`config.mk`:
```
export PLATFORM = sky130hd
export DESIGN_NAME = dmem_arbiter
export DESIGN_NICKNAME = d
export VERILOG_FILES = /design/src/rtl/dmem_arbiter.sv
export SDC_FILE = /design/constraint.sdc
export NUM_CORES = 1
export LEC_CHECK = 0
export ABC_CLOCK_PERIOD_IN_PS = 5000
export CAP_MARGIN = 25
export CELL_PAD_IN_SITES_DETAIL_PLACEMENT = 0
export CELL_PAD_IN_SITES_GLOBAL_PLACEMENT = 1
export CORE_ASPECT_RATIO = 1.25
export CORE_MARGIN = 2
export CORE_UTILIZATION = 31
export DETAILED_ROUTE_END_ITERATION = 8
export GPL_TIMING_DRIVEN = 0
export PLACE_DENSITY = 0.95
export SYNTH_ARGS = -nofsm -noshare
export SYNTH_HDL_FRONTEND = slang
export SYNTH_SLANG_ARGS = --single-unit
```
`constraint.sdc`:
```
create_clock -name clk -period 5 [get_ports clk]
set_input_delay 1 -clock clk [delete_from_list [all_inputs] [get_ports clk]]
set_output_delay 1 -clock clk [all_outputs]
set_load 0.01 [all_outputs]
```
`src/rtl/dmem_arbiter.sv`:
```
// dmem_arbiter: shares a single-ported data memory between the pipeline MEM
// stage (cpu) and a debug/loader port (dbg). Each access is serialized through
// a three-state FSM. cpu has fixed priority. A starvation counter lets dbg in
// after STARVE_LIMIT consecutive cpu grants made while dbg was waiting.
// Optional feature macro: DMEM_ARB_ALIGN_CHECK_EN. When it is defined,
// word-misaligned requests are rejected in IDLE with ack+err in one cycle.
module dmem_arbiter #(
   parameter int DATA_W       = 32,
   parameter int ADDR_W       = 32,
   parameter int STARVE_LIMIT = 4
) (
   input  logic              clk,
   input  logic              rst,
   input  logic              cpu_req,
   input  logic              cpu_we,
   input  logic [ADDR_W-1:0] cpu_addr,
   input  logic [DATA_W-1:0] cpu_wdata,
   output logic              cpu_ack,
   output logic [DATA_W-1:0] cpu_rdata,
   output logic              cpu_err,
   output logic              cpu_stall,
   input  logic              dbg_req,
   input  logic              dbg_we,
   input  logic [ADDR_W-1:0] dbg_addr,
   input  logic [DATA_W-1:0] dbg_wdata,
   output logic              dbg_ack,
   output logic [DATA_W-1:0] dbg_rdata,
   output logic              dbg_err,
   output logic              mem_read,
   output logic              mem_write,
   output logic [ADDR_W-1:0] mem_adr,
   output logic [DATA_W-1:0] mem_wdata,
   input  logic [DATA_W-1:0] mem_rdata,
   output logic              busy
);

   localparam int CNT_W = $clog2(STARVE_LIMIT + 1);
   localparam logic [CNT_W-1:0] LIMIT = CNT_W'(STARVE_LIMIT);

   typedef enum logic [1:0] {IDLE, BUSY_CPU, BUSY_DBG} state_t;

   state_t            state_q, state_d;
   logic              we_q, we_d;
   logic [ADDR_W-1:0] addr_q, addr_d;
   logic [DATA_W-1:0] wdata_q, wdata_d;
   logic [CNT_W-1:0]  starve_cnt_q, starve_cnt_d;
   logic              cpu_ack_q, cpu_ack_d;
   logic              dbg_ack_q, dbg_ack_d;
   logic [DATA_W-1:0] cpu_rdata_q, cpu_rdata_d;
   logic [DATA_W-1:0] dbg_rdata_q, dbg_rdata_d;
`ifdef DMEM_ARB_ALIGN_CHECK_EN
   logic              cpu_err_q, cpu_err_d;
   logic              dbg_err_q, dbg_err_d;
`endif

   logic              grant_cpu;
   logic              grant_dbg;
   logic [ADDR_W-1:0] grant_addr;
   logic              misaligned;

   // Arbitration in IDLE: cpu wins ties unless dbg has waited STARVE_LIMIT grants
   always_comb begin
      grant_cpu = 1'b0;
      grant_dbg = 1'b0;
      if (state_q == IDLE) begin
         if (cpu_req && dbg_req) begin
            if (starve_cnt_q == LIMIT) grant_dbg = 1'b1;
            else                       grant_cpu = 1'b1;
         end else if (cpu_req) begin
            grant_cpu = 1'b1;
         end else if (dbg_req) begin
            grant_dbg = 1'b1;
         end
      end
      grant_addr = grant_cpu ? cpu_addr : dbg_addr;
`ifdef DMEM_ARB_ALIGN_CHECK_EN
      misaligned = (grant_cpu || grant_dbg) && (grant_addr[1:0] != 2'b00);
`else
      misaligned = 1'b0;
`endif
   end

   // FSM state register
   always_ff @(posedge clk) begin
      if (rst) state_q <= IDLE;
      else     state_q <= state_d;
   end

   // FSM next state: a grant enters the owner's BUSY state, BUSY always lasts one cycle
   always_comb begin
      state_d = state_q;
      case (state_q)
         IDLE: begin
            if (grant_cpu && !misaligned)      state_d = BUSY_CPU;
            else if (grant_dbg && !misaligned) state_d = BUSY_DBG;
         end
         BUSY_CPU: state_d = IDLE;
         BUSY_DBG: state_d = IDLE;
         default:  state_d = IDLE;
      endcase
   end

   // FSM outputs: memory driven only while BUSY; enables killed by reset so an aborted write never commits
   always_comb begin
      mem_read  = 1'b0;
      mem_write = 1'b0;
      mem_adr   = '0;
      mem_wdata = '0;
      busy      = 1'b0;
      if (state_q != IDLE) begin
         busy      = 1'b1;
         mem_adr   = addr_q;
         mem_wdata = wdata_q;
         mem_read  = ~we_q & ~rst;
         mem_write = we_q & ~rst;
      end
   end

   // Request latching, starvation counting and per-port completion results
   always_comb begin
      we_d         = we_q;
      addr_d       = addr_q;
      wdata_d      = wdata_q;
      starve_cnt_d = starve_cnt_q;
      cpu_ack_d    = 1'b0;
      dbg_ack_d    = 1'b0;
      cpu_rdata_d  = cpu_rdata_q;
      dbg_rdata_d  = dbg_rdata_q;
`ifdef DMEM_ARB_ALIGN_CHECK_EN
      cpu_err_d    = cpu_err_q;
      dbg_err_d    = dbg_err_q;
`endif

      if (grant_cpu || grant_dbg) begin
         we_d    = grant_cpu ? cpu_we : dbg_we;
         addr_d  = grant_addr;
         wdata_d = grant_cpu ? cpu_wdata : dbg_wdata;
      end

      if (grant_cpu && dbg_req && (starve_cnt_q != LIMIT)) starve_cnt_d = starve_cnt_q + 1'b1;
      if (grant_dbg) starve_cnt_d = '0;

`ifdef DMEM_ARB_ALIGN_CHECK_EN
      // Misaligned grant completes immediately without touching memory
      if (misaligned) begin
         if (grant_cpu) begin
            cpu_ack_d   = 1'b1;
            cpu_err_d   = 1'b1;
            cpu_rdata_d = '0;
         end else begin
            dbg_ack_d   = 1'b1;
            dbg_err_d   = 1'b1;
            dbg_rdata_d = '0;
         end
      end
`endif

      if (state_q == BUSY_CPU) begin
         cpu_ack_d   = 1'b1;
         cpu_rdata_d = we_q ? '0 : mem_rdata;
`ifdef DMEM_ARB_ALIGN_CHECK_EN
         cpu_err_d   = 1'b0;
`endif
      end
      if (state_q == BUSY_DBG) begin
         dbg_ack_d   = 1'b1;
         dbg_rdata_d = we_q ? '0 : mem_rdata;
`ifdef DMEM_ARB_ALIGN_CHECK_EN
         dbg_err_d   = 1'b0;
`endif
      end
   end

   // Datapath and result registers, all cleared by reset
   always_ff @(posedge clk) begin
      if (rst) begin
         we_q         <= 1'b0;
         addr_q       <= '0;
         wdata_q      <= '0;
         starve_cnt_q <= '0;
         cpu_ack_q    <= 1'b0;
         dbg_ack_q    <= 1'b0;
         cpu_rdata_q  <= '0;
         dbg_rdata_q  <= '0;
`ifdef DMEM_ARB_ALIGN_CHECK_EN
         cpu_err_q    <= 1'b0;
         dbg_err_q    <= 1'b0;
`endif
      end else begin
         we_q         <= we_d;
         addr_q       <= addr_d;
         wdata_q      <= wdata_d;
         starve_cnt_q <= starve_cnt_d;
         cpu_ack_q    <= cpu_ack_d;
         dbg_ack_q    <= dbg_ack_d;
         cpu_rdata_q  <= cpu_rdata_d;
         dbg_rdata_q  <= dbg_rdata_d;
`ifdef DMEM_ARB_ALIGN_CHECK_EN
         cpu_err_q    <= cpu_err_d;
         dbg_err_q    <= dbg_err_d;
`endif
      end
   end

   assign cpu_ack   = cpu_ack_q;
   assign dbg_ack   = dbg_ack_q;
   assign cpu_rdata = cpu_rdata_q;
   assign dbg_rdata = dbg_rdata_q;
`ifdef DMEM_ARB_ALIGN_CHECK_EN
   assign cpu_err   = cpu_err_q;
   assign dbg_err   = dbg_err_q;
`else
   assign cpu_err   = 1'b0;
   assign dbg_err   = 1'b0;
`endif
   assign cpu_stall = cpu_req & ~cpu_ack_q;

endmodule

```
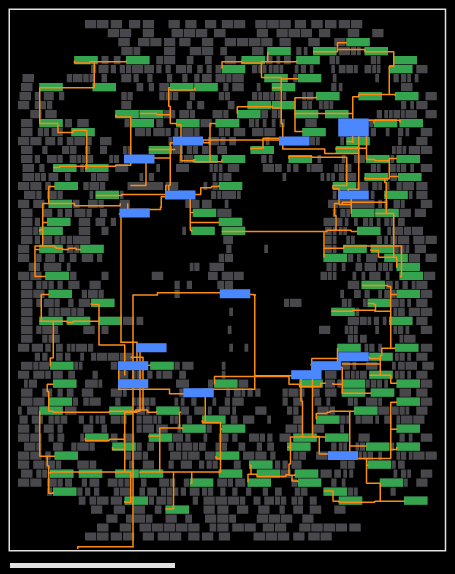
Fig. 1. Clock wires, drivers and flops.
Bar = 50 um.
- flip-flops: green (count 136)
- clock-net drivers: blue (count 17)
- clock wires: orange (length 2040 um)
- routed clock nets: 18
- flops lie: widely spread

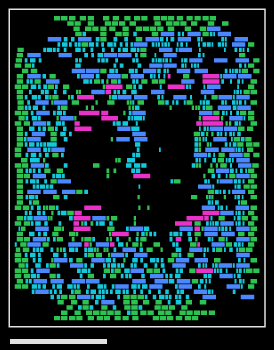
Fig. 2. Cell classes on the final placement.
Bar = 50 um.
- remaining logic cells: cyan (cells 583; share of their area 32%)
- sequential cells: blue (cells 136; share of their area 28%)
- remaining buffers and delay cells: green (cells 390; share of their area 34%)
- clock drivers and dummy loads: magenta (cells 32; share of their area 6.0%)

==> results_dict.tcl <==
# implementation run metrics
set metrics [dict create \
    outcome "finished clean" \
    yosysTopAreaCell "dfxtp_1" \
    warnings 27 \
    drc 0 \
    htreeDepth 4 \
    portBuffers 298 \
    cp_cell_sequence "nor2_1 > inv_1 > clkbuf_1 > clkbuf_1 > and2_1 > clkdlybuf4s50_1" \
    tritoncts.num_buffers 17 \
    clock_sinks 136 \
    reg2reg_setup_slack_ns 2.68 \
    root_buffer "clkbuf_16" \
    instances_no_fill 1411 \
    syn2layout_area_growth_pct 62.2 \
    clockBufferDepth 2 \
    dp_hpwl_um 18300 \
    period_needed_ns 3.88 \
    finalSetupViolations 0 \
    cp_top_family "buffers and inverters" \
    enable_flop_cells 0 \
    postCtsHoldBufs 0 \
    wirelength_um 24900 \
    layout_top_cells "clkdlybuf4s50_1, dfxtp_1, nand2_1" \
    post_cts_resized 0 \
    worstMarginPinSlew_ns 0.695 \
    placedInstanceArea_um2 9630 \
    crit_cells 6 \
    power.switching_mw 0.854 \
    postLayoutCellArea_um2 10200 \
    crit_path_max_incr_delay_ns 0.57 \
    drv_cap 0 \
    maxPowerGroup "the clock network" \
    p_clk_mw 1.29 \
    hold_start "dbg_rdata[11]$_SDFFE_PP0P_" \
    synth_dominant_cell_count "dfxtp_1" \
    hold_viol 0 \
    grt_pass1_wl_um 38000 \
    worstSetupPathType "flop to primary output" \
    ys_area_um2 6300 \
    clk_pin_slew_ns 0.06 \
    syn_area_um2 6300 \
    crit_buf_inv 4 \
    p_int_mw 2.19 \
    cp-end-kind "primary output" \
    n_all_buffers 390 \
    ff_count 136 \
    reg2reg_from "starve_cnt_q[0]$_SDFFE_PP0P_" \
    wirelength_met1_um 10100 \
    ys_ff 136 \
    finalSetupTns_ns 0 \
    total_power_mw 3.04 \
    slowest_stage "clkdlybuf4s50_1" \
    met2_length_um 12500 \
    postRouteAntennaNets 0 \
    skew_ns 0.0206 \
    gp_congestion 0.834 \
    comb_cells 580 \
    grt_pass1_vias 7091 \
    grtUsageMet3_pct 5.71 \
    largest_class "non-clock buffers" \
    nonClkBufAreaFrac_pct 33.1 \
    path_max_fanout 10 \
    core_area_um2 20000 \
    synth.top_cells.by_count "dfxtp_1, nand2_1, clkbuf_1" \
    hold_end "dbg_rdata[11]$_SDFFE_PP0P_" \
    die_h_um 163 \
    grt_start_max_net_pins 17 \
    yosys_warnings 0 \
    ys_cells 810 \
    comb_share_pct 31.0 \
    place_inst 1379 \
    power.share.sequential_pct 39.0 \
    synthTopCellsByArea "dfxtp_1, a311oi_1, nand2_1" \
    xor_share_pct 0.139 \
    p_leak_nw 3.47 \
    synth.mux.area_fraction_pct 0 \
    p_comb_mw 0.569 \
    inverters 3 \
    whs_path_depth 2 \
    slew_violations 0 \
    drtIter0Drc 393 \
    adder_share_pct 0.397 \
    post_cts_buffers 0 \
    clkPwrFrac_pct 42.3 \
    p_sw_share_pct 28.1 \
    dr.pass1.iters 8 \
    top_layer "met5" \
    fmax_ghz 0.258 \
    tritoncts "yes" \
    cp-endpoint "mem_wdata[19]" \
    logic_family "simple AND/OR/NAND/NOR gates" \
    n_tap_cell 270 \
    grt-ovfl-total 0 \
    via_count 7117 \
    ys_sh_simple_pct 29.6 \
    layout_top_cell "clkdlybuf4s50_1" \
    finalClockPeriodUsage_pct 77.6 \
    clock.latency.late_pin_ns 0.43 \
    dp_slack_ns 1.30 \
    ys_types 33 \
    netlist_instances 810 \
    io_pins 302 \
    syn_area_per_cell_um2 7.78 \
    dieArea_um2 21500 \
    top_area_share_pct 43.2 \
    ys_seq_share_pct 43.2 \
    setup_ws_ns 1.12 \
    required_ns 4.00 \
    routedWlPerCell_um 17.6 \
    relSlewSlack_pct 53.7 \
    antenna_found_initial 1 \
    regArea_um2 2720 \
    whs_ns 0.453 \
    vdd_ir_drop_max_uv 225 \
    nFillCells 1976 \
    p_seq_mw 1.19 \
    r2r_cells 7 \
    arrival_ns 2.88 \
    clock_buffers 17 \
    drive_above_1_share_pct 4.56 \
    timing.rr.end "wdata_q[12]$_SDFFE_PP0P_" \
    critPathLaunch "state_q[0]$_SDFFE_PP0P_" \
]
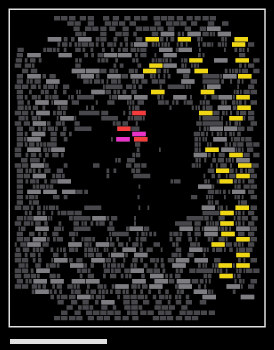
Fig. 3. Sequential cells colored by netlist name.
Bar = 50 um. Other sequential cells in the stronger gray, the rest of the logic in the fainter gray.
- starve_cnt_q: red (placed flops 3)
- state_q: magenta (placed flops 2)
- cpu_rdata: yellow (placed flops 32)
- not colored: 99

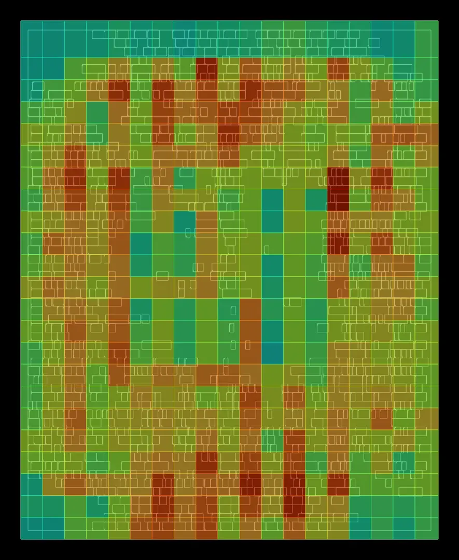
Fig. 4. Congestion heat map.
M2 GR Usage: 40.9%
fin util: 51.0%
busiest grt layer: met2
GRT Util Overall: 22.4%
grt met1 use: 25.5%

